### config.mk
export PLATFORM = sky130hd
export DESIGN_NAME = programmable_tick_generator
export DESIGN_NICKNAME = d
export VERILOG_FILES = /design/src/rtl/programmable_tick_generator.sv
export SDC_FILE = /design/constraint.sdc
export NUM_CORES = 1
export LEC_CHECK = 0
export CAP_MARGIN = 20
export CORE_UTILIZATION = 50
export DETAILED_ROUTE_END_ITERATION = 8
export PLACE_DENSITY_LB_ADDON = 0.1
export SYNTH_ARGS = -nofsm -noshare
export SYNTH_HDL_FRONTEND = slang
export SYNTH_SLANG_ARGS = --single-unit
### constraint.sdc
create_clock -name FPGAClock -period 6.6 [get_ports FPGAClock]
set_input_delay 0.99 -clock FPGAClock [delete_from_list [all_inputs] [get_ports FPGAClock]]
set_output_delay 0.99 -clock FPGAClock [all_outputs]
set_load 0.02 [all_outputs]
### src/rtl/programmable_tick_generator.sv
// Programmable tick generator.
// A bank of independent down-counting channels. Each channel emits a single
// cycle tick every Re cycles (periodic mode) or once after being armed by
// Start (one-shot mode). Re is the channel's reload register, with zero
// treated as one so a channel can never stall. Reload registers are written
// one channel at a time through the LoadValid/LoadChannel/LoadValue port.
// All outputs come straight from registers.

module programmable_tick_generator #(
    parameter int NrOfChannels  = 4,
    parameter int NrOfBits      = 16,
    parameter int DefaultReload = 1
) (
    input  logic                                                 FPGAClock,
    input  logic                                                 FPGAResetN,
    input  logic [NrOfChannels-1:0]                              Enable,
    input  logic [NrOfChannels-1:0]                              Start,
    input  logic [NrOfChannels-1:0]                              OneShot,
    input  logic                                                 LoadValid,
    input  logic [((NrOfChannels > 1) ? $clog2(NrOfChannels) : 1)-1:0] LoadChannel,
    input  logic [NrOfBits-1:0]                                  LoadValue,
    output logic [NrOfChannels-1:0]                              FPGATick,
    output logic [NrOfChannels-1:0]                              Active
);

    // A reload value of zero behaves exactly like a reload value of one.
    function automatic logic [NrOfBits-1:0] effective_reload(input logic [NrOfBits-1:0] value);
        return (value == '0) ? NrOfBits'(1) : value;
    endfunction

    for (genvar ch = 0; ch < NrOfChannels; ch++) begin : g_channel

        logic [NrOfBits-1:0] count_q;
        logic [NrOfBits-1:0] reload_q;
        logic                tick_q;
        logic                armed_q;

        logic                write_hit;
        logic [NrOfBits-1:0] start_source;
        logic [NrOfBits-1:0] start_count;
        logic [NrOfBits-1:0] wrap_count;

        // A write addressed to a channel index that does not exist never
        // matches any channel, so it is silently dropped.
        assign write_hit = LoadValid && (int'(LoadChannel) == ch);

        // Start uses the value being written this very cycle, so a software
        // "write reload and start" lands in a single cycle.
        assign start_source = write_hit ? LoadValue : reload_q;
        assign start_count  = effective_reload(start_source) - NrOfBits'(1);

        // Terminal-count reloads use the stored register only; a write in
        // flight affects the reload that follows it.
        assign wrap_count = effective_reload(reload_q) - NrOfBits'(1);

        // Reload register: restored to its default on reset, else updated by
        // writes aimed at this channel; never touches the running count.
        always_ff @(posedge FPGAClock) begin
            if (!FPGAResetN) begin
                reload_q <= NrOfBits'(DefaultReload);
            end else if (write_hit) begin
                reload_q <= LoadValue;
            end
        end

        // Counter, tick and armed state: Start beats everything but reset, the
        // tick is a one-cycle pulse, periodic mode keeps the channel armed.
        always_ff @(posedge FPGAClock) begin
            if (!FPGAResetN) begin
                count_q <= '0;
                tick_q  <= 1'b0;
                armed_q <= 1'b0;
            end else if (Start[ch]) begin
                count_q <= start_count;
                tick_q  <= 1'b0;
                armed_q <= 1'b1;
            end else begin
                tick_q <= 1'b0;
                if (!OneShot[ch]) begin
                    armed_q <= 1'b1;
                    if (Enable[ch]) begin
                        if (count_q == '0) begin
                            tick_q  <= 1'b1;
                            count_q <= wrap_count;
                        end else begin
                            count_q <= count_q - NrOfBits'(1);
                        end
                    end
                end else if (Enable[ch] && armed_q) begin
                    if (count_q == '0) begin
                        tick_q  <= 1'b1;
                        armed_q <= 1'b0;
                    end else begin
                        count_q <= count_q - NrOfBits'(1);
                    end
                end
            end
        end

        assign FPGATick[ch] = tick_q;
        assign Active[ch]   = armed_q;

    end

endmodule
run_1/clk_routes.png
(3 px per um)
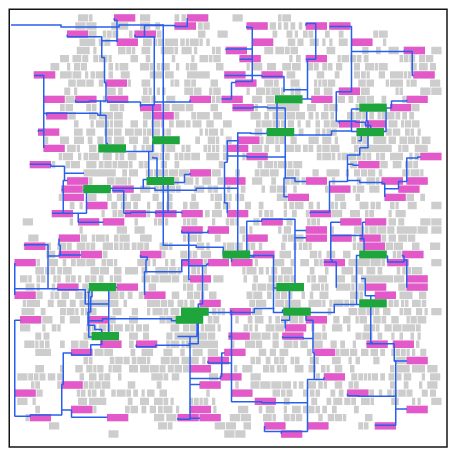
Key: clock wires = blue [length 2170 um]; clock drivers = green [count 17]; flip-flops = magenta [count 136]
Position of the flops: spread over the die.
clock network power: 0.00117 W
Clock Skew: 0.0106 ns
clock group share of total power: 40.7%
Late-Pin Clk Latency: 0.44 ns

run_1/layer_met3.png
(3 px per um)
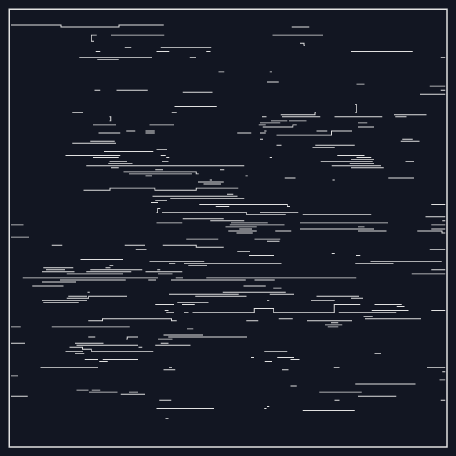
The layer holds 7.1% of the routed length. The wires run mostly horizontal.

==> results.ini, run 1 <==
[yosys]
yosysWarnings = 0
synth_seq_share_pct = 26.5
yosys.area_share.adder_pct = 1.95
avgSynthCellArea_um2 = 7.45
floorplan.nets = 1430
ys_cells = 1381
synth_cell_types = 84
ys_sh_simple_pct = 29.6
synth_area_mm2 = 0.0103
synth-xor-area-share_pct = 7.24
flop_cell = dfxtp_1
mux_share_pct = 5.74
logic_family = simple AND/OR/NAND/NOR gates
ys_sh_aoi_pct = 23.5

[grt]
grt_pass1_wl_mm = 53.4
grt_max_degree = 42
antenna_found_initial = 0
grt.overflow.total = 0

[critical_path]
max_stage_delay_ns = 0.79
path_max_fanout = 22
worst-setup-path-type = in -> reg
cp_num_buf_inv = 2
arrival_ns = 4.99

[hold_path]
min_path_type = reg -> reg

[final_layout]
num_antenna_cells = 0
multi_input_comb_cells = 1111
final_util_pct = 56.7
ff_count = 136
nonClockBufferCount = 60
seqCellArea_mm2 = 0.00272
fin_cells = 1641
largestClassByArea = multi-input combinational cells
syn2layout_area_growth_pct = 11.3
comb-cell-share_pct = 61.3
nNetsFinal = 1407
seq_share_pct = 23.8
buf_share_pct = 4.81
final_area_mm2 = 0.0114

[sta]
maxSlewHeadroom_pct = 29.5
finalCriticalPeriod_ns = 4.67
min_period_over_period_pct = 70.7
worst_slew_pin_slew_ns = 1.06
setup_viol = 0
finalMaxSlewViolations = 0
worst_slack_ns = 1.93
rsz0062_at_grt = no
hold_viol = 0

[power]
maxPowerGroup = the clock network
swShare_pct = 32.5
leakagePower_nw = 4.21
internal_power_w = 0.00193
peakVddDrop_v = 0.000177

[floorplanning]
die_h_um = 145
core-area_mm2 = 0.0202
taps = 270
floorplan.rows = 52

[routing]
via_per_inst = 6.57
drt-pass1-iter-count = 8
drc = 0
wl_mm = 33.3

[clock_tree]
postCtsSetupBuffers = 0
clockBufferDepth = 2
htree_levels = 4
clock-sinks = 136

[placed_design]
io_buffers = 40
place_area_mm2 = 0.0107
place_inst = 1609
gp_congestion = 0.918
dp_hpwl_mm = 23.2

[job]
tool_warnings = 30

[run_status]
outcome = completed

run_1/logic_types.png
(2 px per um)
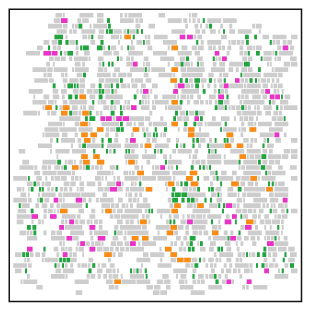
Key: nand cells = green [cells 243, where spread over the die]; mux cells = orange [cells 58]; non-inverting ao/oa cells = magenta [cells 54, where spread over the die]

==> run 1: per-layer routing <==
metal	track usage [%]	vias up	part of all wire, %
li1	-	5109	-
met1	42.7	5143	45
met2	50.4	472	46
met3	4.98	64	7.1
met4	10.2	0	2.3
met5	0	-	0
==> run 1: worst register-to-register path, cell delays in order, from the launching register on <==
cell	delay, ns
dfxtp_1	0.46
or4_1	0.36
nor4_1	0.12
o22ai_1	0.30
o21ai_0	0.18
inv_1	0.10
ha_1	0.27
or3b_2	0.49
nor4_1	0.29
nor2_1	0.17
o211ai_1	0.19
o31ai_1	0.10
o31a_1	0.32
==> run 1: cell families after synthesis <==
group / Yosys count
AND/OR/NAND/NOR: 588
AND-OR/OR-AND: 364
flip-flops: 136
buffers and inverters: 134
XOR/XNOR: 85
multiplexers: 58
adder cells (fa/ha/maj): 16
==> run 1: cell usage in the layout, fill, tap and decap left out, types with 14 or more instances in the layout <==
cell             count
dfxtp_1            136
nand2_1            135
nor2_1             134
o21ai_0             83
a21oi_1             82
nand3_1             70
nor3_1              62
mux2i_1             50
xnor2_1             46
clkdlybuf4s50_1     40
xor2_1              39
nor4_1              33
inv_1               30
or3_1               25
o22ai_1             21
or4_1               20
buf_4               20
nand4_1             19
clkbuf_16           17
ha_1                16
a31oi_1             14
o211ai_1            14
==> run 1: metrics by stage <==
stage                     total power (W)  hold WS, ns
final                             0.00287        0.503
after global routing              0.00299        0.538
after CTS                         0.00286        0.512
after detailed placement          0.00170        0.501
after global placement            0.00169        0.487
after floorplan                   0.00150        0.466
==> run 1: cell usage after synthesis, types with 11 or more instances <==
library cell | count | area (um2)
a21o_1 | 11 | 82.6
o211ai_1 | 14 | 105
xnor2_1 | 46 | 403
a32oi_1 | 13 | 114
nand2_1 | 135 | 507
ha_1 | 16 | 200
o221ai_1 | 11 | 96.3
mux2i_1 | 50 | 500
o21ai_0 | 83 | 415
nor2_1 | 134 | 503
o31ai_1 | 12 | 90.1
nand4b_1 | 11 | 96.3
a21oi_1 | 82 | 410
nor4_1 | 33 | 206
xor2_1 | 39 | 342
a31oi_1 | 14 | 87.6
inv_1 | 30 | 113
or4_1 | 20 | 150
o21a_1 | 13 | 97.6
nor3_1 | 62 | 310
nand3_1 | 70 | 350
a211oi_1 | 13 | 97.6
or3_1 | 25 | 156
nand4_1 | 19 | 119
o22ai_1 | 21 | 131
clkbuf_1 | 73 | 274
dfxtp_1 | 136 | 2720
==> run 1: flip-flops by register name, summed over array words and instances, names as in the netlist <==
register and cells:
g_channel.reload_q 64, g_channel.armed_q 4, g_channel.count_q 64, g_channel.tick_q 4
==> run 1: final timing paths <==
kind | slack [ns] | to | start | cells past startpoint
worst min-delay path | 0.50 | g_channel[2].armed_q$_SDFFE_PN0P_ | g_channel[2].armed_q$_SDFFE_PN0P_ | 2
worst min register to register | 0.50 | g_channel[2].armed_q$_SDFFE_PN0P_ | g_channel[2].armed_q$_SDFFE_PN0P_ | 2
worst max-delay path | 1.93 | g_channel[3].count_q[10]$_SDFFE_PN0P_ | LoadChannel[0] | 12
worst max register to register | 3.15 | g_channel[3].count_q[10]$_SDFFE_PN0P_ | g_channel[3].reload_q[4]$_SDFF_PN0_ | 12
run_1/wires.png
(2 px per um)
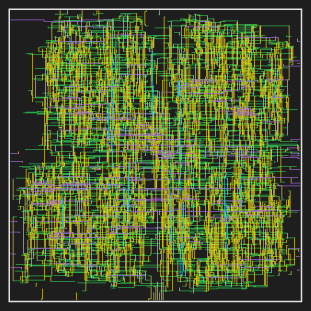

--- run 2 (diff from run 1) ---
==> constraint.sdc (replaced) <==
create_clock -name FPGAClock -period 4.43 [get_ports FPGAClock]
set_input_delay 0.6645 -clock FPGAClock [delete_from_list [all_inputs] [get_ports FPGAClock]]
set_output_delay 0.6645 -clock FPGAClock [all_outputs]
set_load 0.02 [all_outputs]
run_2/wires.png
(2 px per um)
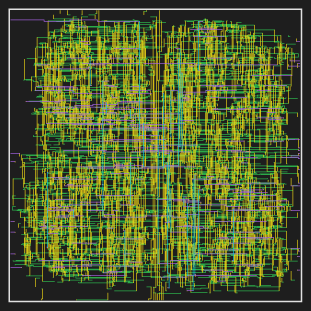
Key: metal 3 = purple [wire length 2530 um]; metal 1 = green [wire length 15100 um]; metal 2 = yellow [wire length 15600 um]; metal 4 = cyan [wire length 884 um]

run_2/logic_types.png
(2 px per um)
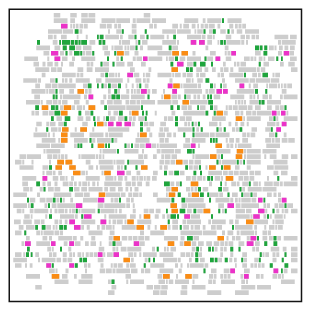
Key: mux cells = orange [cells 58]; nand cells = green [cells 243, where spread over the die]; non-inverting ao/oa cells = magenta [cells 54, where spread over the die]

run_2/layer_met3.png
(3 px per um)
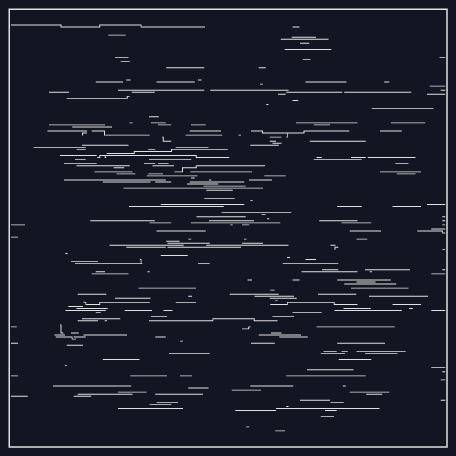
The layer holds 7.4% of the routed length. The wires run mostly horizontal. The layer carries 2530 um of wire.

==> run 2 against run 1 <==
Sequential share of layout area shrank 0.32 points. Die size is the same. Clock-buffer cell count grew 4. Total power grew 44%. Sequential power grew 49%. Synthesized cell count is the same. Clock skew shrank 0.0012 ns. Setup slack lost 1.4 ns. First-iteration DRC count shrank 9.7%. Cell count grew 1.8%. Cell area grew 1.3%. Critical endpoint is now g_channel[2].count_q[14]$_SDFFE_PN0P_.
==> results.ini, run 2 <==
[hold_path]
min_path_type = reg -> reg

[placed_design]
dp_hpwl_mm = 24.2
io_buffers = 40
gp_congestion = 0.898

[sta]
clock_skew_ns = 0.00948
min_period_over_period_pct = 88.2
rsz0062_at_grt = no
worst_slew_pin_slew_ns = 0.962
fmax_mhz = 256
fin_setup_tns_ns = 0
finalCriticalPeriod_ns = 3.91
hold_viol = 0
finalMaxSlewViolations = 0
maxSlewHeadroom_pct = 35.7
setup_viol = 0

[floorplanning]
floorplan.rows = 52
die_h_um = 145
io_pins = 41
die_width_um = 145
die_area_mm2 = 0.0211
initCoreUtil_pct = 51.0
core-area_mm2 = 0.0202

[yosys]
top_cell = dfxtp_1
top_area_cell = dfxtp_1
synth_seq_share_pct = 26.5
synthesis.instances = 1381
synthArstFlopShare_pct = 0
edf_count = 0
synth_area_mm2 = 0.0103
ys_cells = 1381
synth.top_cell.area_share_pct = 26.5
yosysWarnings = 0
ys_ff = 136
synth_cell_types = 84
top_cells_by_area = dfxtp_1 26%, nand2_1 4.9%, nor2_1 4.9%
yosysChipArea_mm2 = 0.0103
flop_cell = dfxtp_1
floorplan.nets = 1430
ys_top_cells_by_count = 136 x dfxtp_1, 135 x nand2_1, 134 x nor2_1
avgSynthCellArea_um2 = 7.45

[clock_tree]
cts_hold_buffers = 0
postCtsSetupBuffers = 0
cts-root-buf = clkbuf_16
htree_levels = 4
clk_pin_slew_ns = 0.06
clock-sinks = 136
cts_tree = built
clk_latency_ns = 0.43
cts_made_buffers = 17
clockBufferDepth = 2

[final_layout]
nNetsFinal = 1436
num_antenna_cells = 0
drive_gt1_share_pct = 8.36
final_cell_mix = 136 x dfxtp_1, 135 x nand2_1, 134 x nor2_1
reg_top3 = g_channel.count_q: 64 flops, g_channel.reload_q: 64 flops
layout.cells.most_common = dfxtp_1
syn2layout_area_growth_pct = 12.8

[critical_path]
worst-setup-path-type = in -> reg
critPathLaunchType = primary input
cp_num_buf_inv = 2
max_stage_delay_ns = 0.70
arrival_ns = 4.24
worstPathCellList = clkdlybuf4s50_1 -> and3b_1 -> mux2i_1 -> nand4b_1 -> a21oi_1 -> nand2b_1 -> inv_1 -> ha_1 -> nor3b_1 -> mux2_2 -> nand4b_1 -> or3_1 -> a211o_1 -> o311ai_0
path_max_fanout = 8
end_kind = register
critPathSlowestCell = clkdlybuf4s50_1
critPathTopFamily = simple AND/OR/NAND/NOR gates
crit_path_frequent_cell = nand4b_1

[routing]
wl_mm = 34.0
drt_iter0_drc = 1050
via_per_inst = 6.52
wl_per_cell_um = 20.4
drc = 0
drt-pass1-iter-count = 8
antenna_left = 0

[run_status]
outcome = completed

[power]
peakVddDrop_v = 0.000244
leakagePower_nw = 4.32
finalPower_w = 0.00412
powerDensity_mw_per_mm2 = 355

[grt]
grt_pass1_vias = 9943
grt_max_degree = 42
grt_pass1_wl_mm = 54.3
grt.overflow.total = 0
grtUsageTotal_pct = 31.9
antenna_found_initial = 0

[job]
tool_warnings = 30
maxCapViolCount = 0

## run 2: final timing paths
path / from / end / slack, ns / depth (start not counted)
worst max register to register: g_channel[3].reload_q[7]$_SDFF_PN0_ / g_channel[3].count_q[6]$_SDFFE_PN0P_ / 0.93 / 10
worst min register to register: g_channel[2].armed_q$_SDFFE_PN0P_ / g_channel[2].armed_q$_SDFFE_PN0P_ / 0.51 / 2
worst max-delay path: LoadChannel[1] / g_channel[2].count_q[14]$_SDFFE_PN0P_ / 0.52 / 14
worst min-delay path: g_channel[2].armed_q$_SDFFE_PN0P_ / g_channel[2].armed_q$_SDFFE_PN0P_ / 0.51 / 2
## run 2: area by class of cell
cell class                 instances  area (um2)
clock buffer                      24         482
clock inverter                     8         143
fill                            1890        8570
inverter                          32         120
multi-input combinational       1111        7010
sequential                       136        2720
tap                              270         338
timing repair buffer              89         781
## run 2: power breakdown
part	total (W)	switching [W]	internal, W	leakage [nW]
combinational	0.00114	0.000693	0.000450	2.91
sequential	0.00142	0.000111	0.00131	1.11
clock	0.00156	0.000576	0.000985	0.304
## run 2: through the flow
stage / std cells / hold WS, ns / cell area, um2 / util (%) / setup WS [ns]
finish: 1670 / 0.505 / 11600 / 57.5 / 0.521
global placement: 1638 / 0.490 / 11000 / 54.4 / 0.359
detailed placement: 1638 / 0.499 / 11000 / 54.4 / 0.197
floorplan: 1381 / 0.466 / 10300 / - / 0.952
global route: 1670 / 0.530 / 11600 / 57.5 / 0.309
CTS: 1670 / 0.508 / 11600 / 57.5 / 0.610
## run 2: per-layer routing
metal	GRT usage, %	vias to the layer above	routed length (um)	share of wire, %
li1	-	5157	-	-
met1	44.4	5189	15100	44
met2	50.2	486	15600	46
met3	4.73	62	2530	7.4
met4	11.2	0	884	2.6
met5	0	-	0	0
## run 2: cells by family (layout without fill, tap and decap cells)
| logic type | Yosys count | after routing | synth area share, % |
|---|---|---|---|
| AOI/OAI and AO/OA | 364 | 364 | 23.5 |
| xor gates and xnor gates | 85 | 85 | 7.24 |
| adders and majority gates | 16 | 16 | 1.95 |
| buffers and inverters | 134 | 153 | 5.41 |
| DFF | 136 | 136 | 26.5 |
| muxes | 58 | 58 | 5.74 |
| and+or+nand+nor | 588 | 588 | 29.6 |
## run 2: worst min-delay path, stage by stage, from the launching register on
cell     delay, ns
dfxtp_1       0.32
nand2_1       0.06
a31oi_1       0.08
run_2/clocks.png
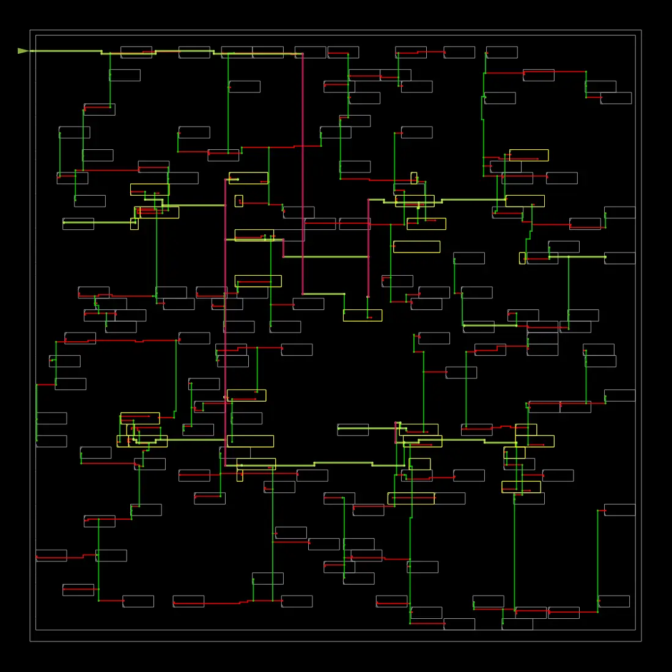

--- run 3 (diff from run 2) ---
--- a/config.mk
+++ b/config.mk
@@ -6,7 +6,7 @@
 export NUM_CORES = 1
 export LEC_CHECK = 0
 export CAP_MARGIN = 20
-export CORE_UTILIZATION = 50
+export CORE_UTILIZATION = 43
 export DETAILED_ROUTE_END_ITERATION = 8
 export PLACE_DENSITY_LB_ADDON = 0.1
 export SYNTH_ARGS = -nofsm -noshare
run_3/clocks.png
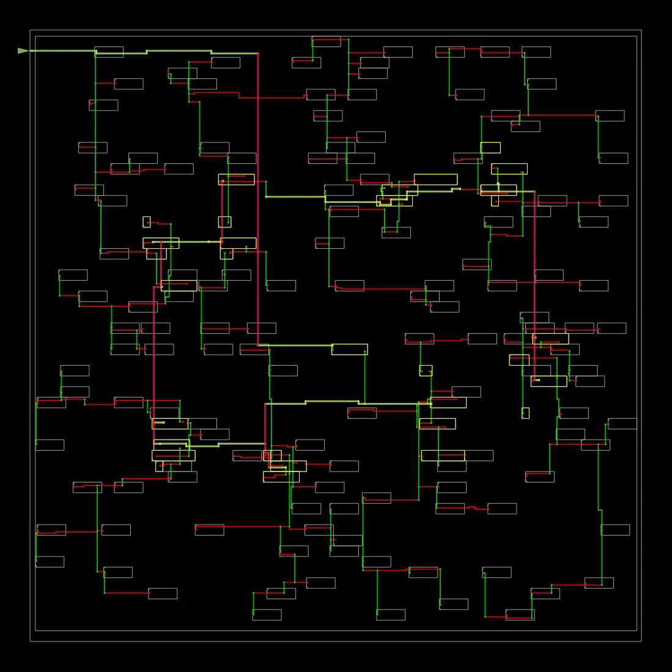
clock network power: 0.00153 W
Clock Skew: 0.0184 ns
CTS Sinks: 136
total CTS buffers: 17

run_3/clk_routes.png
(3 px per um)
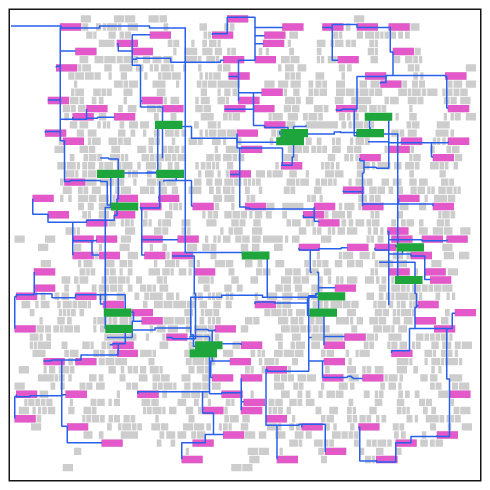
Key: clock drivers = green [count 17]; flip-flops = magenta [count 136]; clock wires = blue [length 2260 um]
There are 18 routed clock nets.

==> run 3 against run 2 <==
Cell area increased by 1.1%. Synthesized cell count unchanged. Sequential power about the same. Register-to-register slack about the same.
==> results.ini, run 3 <==
[clock_tree]
clockBufferDepth = 2
clk_pin_slew_ns = 0.07
cts_tree = built
clk_latency_ns = 0.45
cts_hold_buffers = 0
postCtsSetupBuffers = 0
htree_levels = 4

[grt]
antenna_found_initial = 0
grt_pass1_vias = 9868
grt.overflow.total = 0
grtUsageTotal_pct = 29.2
grt_max_degree = 69

[critical_path]
cp_num_buf_inv = 2
worstPathCellList = clkdlybuf4s50_1 -> and3b_1 -> mux2i_1 -> nand4b_1 -> a21oi_1 -> nand2b_1 -> inv_1 -> ha_1 -> nor3b_1 -> mux2_2 -> nand4b_1 -> or3_1 -> a211o_1 -> o311ai_0
worst-setup-path-type = in -> reg
max_stage_delay_ns = 0.71
arrival_ns = 4.17
critPathLaunchType = primary input
crit_path_frequent_cell = nand4b_1
critPathTopFamily = simple AND/OR/NAND/NOR gates
path_max_fanout = 8
critPathSlowestCell = clkdlybuf4s50_1

[sta]
finalMaxSlewViolations = 0
fmax_mhz = 260
min_period_over_period_pct = 86.9
rsz0062_at_grt = no
setup_viol = 0
finalCriticalPeriod_ns = 3.85
maxSlewHeadroom_pct = 31.9
worst_slew_pin_slew_ns = 1.01
hold_viol = 0

[floorplanning]
floorplan.rows = 56
io_pins = 41
die_width_um = 157
core-area_mm2 = 0.0235
initCoreUtil_pct = 43.8
die_area_mm2 = 0.0245
die_h_um = 157

[final_layout]
reg_top3 = g_channel.count_q: 64 flops, g_channel.reload_q: 64 flops
layout.cells.most_common = dfxtp_1
fill_cells = 2320
drive_gt1_share_pct = 9.29
final_cell_mix = 136 x dfxtp_1, 135 x nand2_1, 134 x nor2_1
nNetsFinal = 1446
syn2layout_area_growth_pct = 14.0
num_antenna_cells = 0
logic_area_mm2 = 0.00701
fin_cells = 1729
seqCellArea_mm2 = 0.00272

[yosys]
yosysChipArea_mm2 = 0.0103
yosysWarnings = 0
avgSynthCellArea_um2 = 7.45
ys_cells = 1381
ys_top_cells_by_count = 136 x dfxtp_1, 135 x nand2_1, 134 x nor2_1
synthArstFlopShare_pct = 0
top_area_cell = dfxtp_1
synthesis.instances = 1381
flop_cell = dfxtp_1
top_cell = dfxtp_1
edf_count = 0
floorplan.nets = 1430
synth_seq_share_pct = 26.5
synth_cell_types = 84
synth_area_mm2 = 0.0103
top_cells_by_area = dfxtp_1 26%, nand2_1 4.9%, nor2_1 4.9%
ys_ff = 136

[routing]
wl_mm = 35.4
wl_met1_mm = 16.2
wl_per_cell_um = 20.5
drt-pass1-iter-count = 5
maxUsedRoutingLayer = met4
wl_met3_mm = 2.32
antenna_left = 0
via_per_inst = 6.25
drt_iter0_drc = 1025
wl_met2_mm = 16.2
drc = 0

[power]
powerDensity_mw_per_mm2 = 350
leakagePower_nw = 4.37
peakVddDrop_v = 0.000224

[placed_design]
dp_hpwl_mm = 25.6
gp_congestion = 0.904
io_buffers = 40
place_inst = 1697

[job]
maxCapViolCount = 0
tool_warnings = 30

[run_status]
outcome = completed

[hold_path]
min_path_type = reg -> reg

run_3/layer_met3.png
(3 px per um)
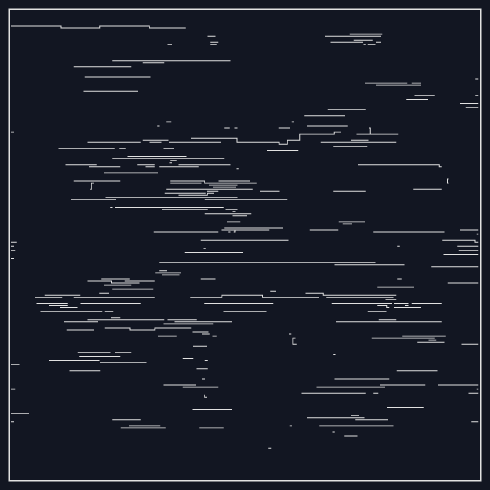
149 nets have wire on it. The layer carries 2320 um of wire. The layer holds 6.6% of the routed length. The wires run mostly horizontal. The longest straight run is 71.8 um.

## run 3: cell types whose count changed in the layout (fill, tap and decap cells not counted)
cell / previous run / this run
buf_4: 48 / 58
bufinv_16: 4 / 3
clkbuf_1: 4 / 0
clkinv_2: 3 / 5
clkinv_4: 0 / 3
## run 3: worst paths after layout
kind | startpoint | end | slack (ns) | cells after the start
max reg2reg | g_channel[3].reload_q[7]$_SDFF_PN0_ | g_channel[3].count_q[6]$_SDFFE_PN0P_ | 0.93 | 10
min | g_channel[2].armed_q$_SDFFE_PN0P_ | g_channel[2].armed_q$_SDFFE_PN0P_ | 0.49 | 2
min reg2reg | g_channel[2].armed_q$_SDFFE_PN0P_ | g_channel[2].armed_q$_SDFFE_PN0P_ | 0.49 | 2
max | LoadChannel[1] | g_channel[2].count_q[14]$_SDFFE_PN0P_ | 0.58 | 14
## run 3: worst register-to-register path, cell delays in order (launching register included)
cell and delay [ns]:
dfxtp_1 0.34, or4_1 0.74, nor4_2 0.61, a31oi_1 0.26, ha_1 0.26, or3b_2 0.30
nor3_1 0.08, xor2_1 0.15, mux2_2 0.27, a221oi_1 0.30, a211oi_1 0.08
## run 3: metrics by stage
stage          cell area [um2]  setup WS [ns]  power (W)  hold WS, ns
5_1_grt                  11700          0.381    0.00431        0.514
2_1_floorplan            10300          0.952    0.00224        0.466
3_3_place_gp             11100          0.342    0.00258        0.487
4_1_cts                  11700          0.645    0.00410        0.502
3_5_place_dp             11100          0.220    0.00258        0.493
6_report                 11700          0.581    0.00410        0.493
## run 3: metal layers
| metal | track usage, % | vias up |
|---|---|---|
| met5 | 0 | - |
| met4 | 8.31 | 0 |
| met3 | 4.65 | 50 |
| met2 | 46.6 | 391 |
| met1 | 40.5 | 5195 |
| li1 | - | 5171 |
## run 3: layout make-up
cell class                      instances  area share, %
Clock inverter                         12           1.27
Multi-Input combinational cell       1111           59.8
Inverter                               32           1.02
Sequential cell                       136           23.2
Clock buffer                           20           3.98
Timing Repair Buffer                   99           7.30
Tap cell                              319           3.40
## run 3: cells by family after synthesis
family,share of synthesized area [%]
compound gates,23.5
simple gates,29.6
xor+xnor,7.24
buf+inv,5.41
flops,26.5
fa+ha+maj,1.95
mux,5.74
## run 3: report_power, final
part	leakage [nW]	switching (W)	total, W	internal [W]
clock network	0.306	0.000598	0.00153	0.000928
logic	2.96	0.000700	0.00116	0.000459
registers	1.11	0.000112	0.00142	0.00131
Power is estimated from default activity; no workload was simulated.
